$ cat config.mk
export PLATFORM = sky130hd
export DESIGN_NAME = exception_controller
export DESIGN_NICKNAME = d
export VERILOG_FILES = /design/src/rtl/cpu32e_exc_pkg.sv /design/src/rtl/exception_priority_encoder.sv /design/src/rtl/exception_controller.sv
export SDC_FILE = /design/constraint.sdc
export NUM_CORES = 1
export LEC_CHECK = 0
export ABC_AREA = 0
export CORE_UTILIZATION = 35
export CTS_BUF_LIST = sky130_fd_sc_hd__clkbuf_16
export DETAILED_ROUTE_END_ITERATION = 8
export PLACE_DENSITY = 0.67
export REMOVE_ABC_BUFFERS = 1
export SETUP_SLACK_MARGIN = 0.1
export SYNTH_ARGS = -nofsm -noshare
export SYNTH_HDL_FRONTEND = slang
export SYNTH_SLANG_ARGS = --single-unit
export TNS_END_PERCENT = 5
$ cat constraint.sdc
create_clock -name i_clk -period 4 [get_ports i_clk]
set_input_delay 0.6 -clock i_clk [delete_from_list [all_inputs] [get_ports i_clk]]
set_output_delay 0.6 -clock i_clk [all_outputs]
set_load 0.01 [all_outputs]
$ cat src/rtl/cpu32e_exc_pkg.sv
// Shared types and helpers for the exception controller and the control unit.
package cpu32e_exc_pkg;

  // Widest configuration the controller supports; helpers are sized to it.
  localparam int EXC_MAX_NUM     = 64;
  localparam int EXC_MAX_IDX_W   = 6;
  localparam int EXC_DEFAULT_NUM = 16;

  typedef enum logic [1:0] {
    IDLE    = 2'd0,
    REQUEST = 2'd1,
    SERVICE = 2'd2
  } exc_state_t;

  // One-hot vector of the given index, used to clear the accepted pending bit.
  function automatic logic [EXC_MAX_NUM-1:0] onehot_clear(input logic [EXC_MAX_IDX_W-1:0] idx);
    logic [EXC_MAX_NUM-1:0] v;
    v = '0;
    v[idx] = 1'b1;
    return v;
  endfunction

endpackage

$ cat src/rtl/exception_priority_encoder.sv
// Fixed-priority encoder: the lowest set request index wins.
module exception_priority_encoder #(
  parameter int NUM_EXC = 16,
  parameter int IDX_W   = $clog2(NUM_EXC)
) (
  input  logic [NUM_EXC-1:0] i_req,
  output logic [IDX_W-1:0]   o_index,
  output logic               o_any_valid
);

  // Scan from the top down so the lowest set bit is the last to be written.
  always_comb begin
    o_index = '0;
    for (int i = NUM_EXC - 1; i >= 0; i--) begin
      if (i_req[i]) begin
        o_index = IDX_W'(i);
      end
    end
  end

  assign o_any_valid = |i_req;

endmodule

$ cat src/rtl/exception_controller.sv
// Sticky-pending, maskable exception controller with a valid/ack/return handshake.
module exception_controller
  import cpu32e_exc_pkg::*;
#(
  parameter int                 NUM_EXC    = 16,
  parameter int                 IDX_W      = $clog2(NUM_EXC),
  parameter logic [NUM_EXC-1:0] NMI_MASK   = {NUM_EXC{1'b0}},
  parameter logic [NUM_EXC-1:0] MASK_RESET = {NUM_EXC{1'b1}}
) (
  input  logic               i_clk,
  input  logic               i_rst_n,
  input  logic [NUM_EXC-1:0] i_exc_trigger,
  input  logic               i_mask_we,
  input  logic [NUM_EXC-1:0] i_mask_wdata,
  output logic [NUM_EXC-1:0] o_mask_q,
  output logic [NUM_EXC-1:0] o_pending_q,
  output logic               o_exc_valid,
  output logic [IDX_W-1:0]   o_exc_index,
  input  logic               i_exc_ack,
  input  logic               i_exc_return,
  output logic               o_in_service
);

  exc_state_t           r_state;
  logic [NUM_EXC-1:0]   r_pending;
  logic [NUM_EXC-1:0]   r_mask;
  logic                 r_exc_valid;
  logic [IDX_W-1:0]     r_exc_index;
  logic                 r_in_service;

  logic [NUM_EXC-1:0]     w_eligible;
  logic [IDX_W-1:0]       w_win_index;
  logic                   w_any_eligible;
  logic                   w_ack_taken;
  logic [EXC_MAX_NUM-1:0] w_clr_full;
  logic [NUM_EXC-1:0]     w_clr;

  // Non-maskable sources see an always-enabled mask bit.
  assign w_eligible = r_pending & (r_mask | NMI_MASK);

  exception_priority_encoder #(
    .NUM_EXC (NUM_EXC),
    .IDX_W   (IDX_W)
  ) u_prio (
    .i_req       (w_eligible),
    .o_index     (w_win_index),
    .o_any_valid (w_any_eligible)
  );

  // Only an ack seen while presenting clears the presented bit.
  assign w_ack_taken = (r_state == REQUEST) && i_exc_ack;
  assign w_clr_full  = w_ack_taken ? onehot_clear(EXC_MAX_IDX_W'(r_exc_index)) : '0;
  assign w_clr       = w_clr_full[NUM_EXC-1:0];

  // Sticky pending bits; a trigger in the clearing cycle keeps the bit set.
  always_ff @(posedge i_clk or negedge i_rst_n) begin
    if (!i_rst_n) begin
      r_pending <= '0;
    end else begin
      r_pending <= (r_pending & ~w_clr) | i_exc_trigger;
    end
  end

  // Mask register; the presented request is held by the FSM, so a write cannot withdraw it.
  always_ff @(posedge i_clk or negedge i_rst_n) begin
    if (!i_rst_n) begin
      r_mask <= MASK_RESET;
    end else if (i_mask_we) begin
      r_mask <= i_mask_wdata;
    end
  end

  // Presentation FSM with registered outputs.
  always_ff @(posedge i_clk or negedge i_rst_n) begin
    if (!i_rst_n) begin
      r_state      <= IDLE;
      r_exc_valid  <= 1'b0;
      r_exc_index  <= '0;
      r_in_service <= 1'b0;
    end else begin
      case (r_state)
        IDLE: begin
          if (w_any_eligible) begin
            r_state     <= REQUEST;
            r_exc_valid <= 1'b1;
            r_exc_index <= w_win_index;
          end
        end
        REQUEST: begin
          // Ack takes precedence over a simultaneous return.
          if (i_exc_ack) begin
            r_state      <= SERVICE;
            r_exc_valid  <= 1'b0;
            r_in_service <= 1'b1;
          end
        end
        SERVICE: begin
          if (i_exc_return) begin
            r_state      <= IDLE;
            r_in_service <= 1'b0;
          end
        end
        default: begin
          r_state      <= IDLE;
          r_exc_valid  <= 1'b0;
          r_in_service <= 1'b0;
        end
      endcase
    end
  end

  assign o_mask_q     = r_mask;
  assign o_pending_q  = r_pending;
  assign o_exc_valid  = r_exc_valid;
  assign o_exc_index  = r_exc_index;
  assign o_in_service = r_in_service;

endmodule

==> commit_impl_results.txt <==
Add synthesis and place-and-route results

* Startpoint type of the worst setup path: flop
- Capture point of the critical path: o_exc_index[1]
- Clock tree synthesis selected as its root buffer the cell clkbuf_16.
* Buffer count from post-CTS setup fixing: 0
- In this run the power spent charging and discharging nets is 0.385 mW.
- For the worst setup path, the data arrival time is 1.47 ns.
- Number of unique standard cell types used by synthesis: 31
* Number of non-clock inverters: 0
- Core Area: 0.00488 sq mm
- Number of nets in the final layout: 276
- Share of the final layout cell area in multi-input gates: 28.5%
- NonClk Buf Share: 26.6%
- Switching fraction of total power: 29.8%
- By area, the combinational part of the netlist is dominated by AND-OR/OR-AND gates.
- OpenSTA, run right after detailed placement, puts the worst setup slack at 1.89 ns.
- For met2 alone, demand over resource in global routing was 30.2%.
- Maximum fanout along the worst path: 12
- Per Yosys stat, the portion of area used by sequential elements is 56.0%.
- In the floorplan report the effective utilization is 37.4%.
* Maximum number of pins on one net before global-route repair: 41
- Final RePlAce weighted congestion: 0.804
- Including well taps, the total number of placed cells is 299.
- The area recorded from the Yosys report for this design is 0.00182 sq mm.
- Clock tree synthesis inserted a total of 5 buffers.
- The die is 74.2 um wide.
- Counting I/O delays and the setup requirement, the final critical path takes 2.07 ns.
* Number of maximum-capacitance constraint violations: 0
- Hold repair after CTS inserted 0 buffers.
- Leakage power total: 1.05 nW
* Data required time at the worst endpoint: 3.40 ns
- Filler instances: 440
- The area taken by sequential standard cells is reported as 0.00102 sq mm.
* Clock Power: 0.365 mW
- The layer flagged by global routing as most heavily used is met2.
* Latency at later pin: 0.28 ns
* Share of the core filled with cells in the final layout: 56.6%
- First-pass GRT wire length: 7380 um
- Per the detail_route report, vias per standard cell equal 5.09.
* Clock network share of area: 4.93%
- In this design, the largest share of critical-path delay is due to buffers and inverters.
* Met1 Track Usage GR: 23.0%
- Result of the run: finished, final reports clean
- Reg-to-reg slack, setup: 2.38 ns
* Total die size: 0.00550 sq mm
- The final route contains 1562 vias.
* Period utilisation layout: 51.6%
- On met3, the global router reports a usage of 5.28%.
- Summed over all combinational cells, the power is 0.350 mW.
- Ranking of synthesized cells by instance count: 25 x nand2_1, 24 x dfrtp_1, 16 x dfstp_2, 16 x mux2_2
- Number of warnings in the stage logs: 25
* Number of synthesized register bits: 40
- And-or/or-and share of the synthesized area: 18.8%
* Tap cells: 67
- Per the layout area report, the combinational gate area comes to 787 sq um.
* Height of the die: 74.2 um
- Slowest-stage cell, CP: clkdlybuf4s50_1
- Top area cells in the synthesized netlist: dfrtp_1 33%, dfstp_2 23%, mux2_2 9.9%
- Overall power of the completed layout: 1.29 mW
- The detailed router put a total of 1990 um of wire on met1.
- Via count of the first global-routing pass: 1576
- On the worst path, the slowest cell contributes a delay of 0.62 ns.
- Dividing the synthesized area by the synthesized cell count gives 11.3 sq um.
- Antenna violations before repair: 0
* CP Class: flop to output pin
* Instance area at placement: 0.00263 sq mm
- R2r worst-path depth: 5
- Once layout is done, the placed cells without fillers occupy 0.00276 sq mm.
* Ys Warns: 0
* I/O Buffers: 74
- The clock tree synthesis step divided the H-tree into 2 levels.
* Clk sink count: 40
- Total grt overflow: 0
- Met2 routed wirelength: 2140 um
- Critical path depth: 1
- Yosys stat counts 162 cells in the synthesized netlist.
* Critical path capture point type: output pin
* Post-Layout Cell Count: 307
- Sequential cells burn 44.6% of the power.
- The initialized floorplan defines 25 standard-cell rows.
* Non-clock buffer total of the final layout: 74
- Most numerous cell in the Yosys netlist: nand2_1
* Num ports: 75
- Peak supply drop: 0.000222 V
- Note that the worst hold path type here is primary input to async pin.
- Internal portion of total power: 0.906 mW
- CP bufs+invs: 1
- Counting flops with a built-in enable in the synthesized netlist gives 0.
* Sequential cell count: 40
- The pin closest to its max-slew limit shows a slew of 0.866 ns.
* Clock Tree Buf Depth: 2
- Number of DRC markers after the initial detailed-route iteration: 56
* Relative slew slack: 42.3%
* Total wirelength of the detailed-routed design: 4480 um
- Power density cells: 467 mW/mm^2
- In this run the critical register-to-register path is launched from o_pending_q[1].
- Layout multi-input combinational cell count: 118
- The clock network is responsible for 28.3% of the overall power.
- Post-Route Hold Slack: 0.439 ns
- Final max-slew violation count: 0
- Power of the sequential group: 0.575 mW
- Cell Area, Synth: 0.00182 sq mm
- Final hold violation count: 0
* Most frequently used flop master after synthesis: dfrtp_1
- Highest metal layer with signal wires: met4
* Count of clock-net buffers in the final layout: 5
- After detailed routing, the met3 layer carries 297 um of wire.
* Largest power group: registers
* Cell breakdown of the critical path: clkdlybuf4s50_1
* Crit path launch: o_exc_index[1]
- Adder and majority gate portion of the synthesized area: 0%
- Among all cell classes, the greatest summed area belongs to sequential cells.
- Slack of the critical path: 1.93 ns
- Once detail routing completed, the nets flagged for antenna violations numbered 0.
* Mux frac, synth: 9.88%
- In this run the critical register-to-register path is captured at o_exc_index[0].
- The layout summary lists the proportion of cells stronger than drive strength 1 as 17.9%.
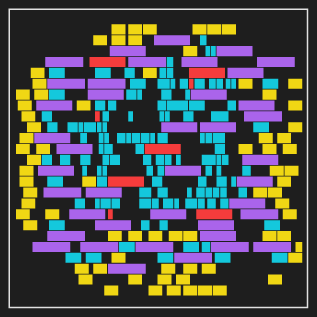
*Cells colored by class*
Drawn at 4 px/um.
[yellow] remaining buffers and delay cells | cells: 74 | share of their area: 27%
[purple] sequential cells | cells: 40 | share of their area: 38%
[red] clock drivers and dummy loads | cells: 8 | share of their area: 5.1%
[cyan] combinational and other logic | cells: 118 | share of their area: 29%

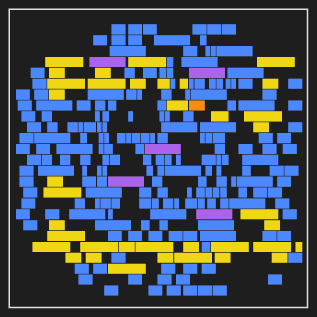
*Cell sizes after repair*
Drawn at 4 px/um.
[orange] _3 and _4 cells | cells: 1 | share: 0.42%
[yellow] _2 cells | cells: 37 | share: 15%
[purple] _6 and larger | cells: 5 | share: 2.1%
[blue] _0 and _1 cells | cells: 197 | share: 82%

Power and IR drop assume default switching activity.
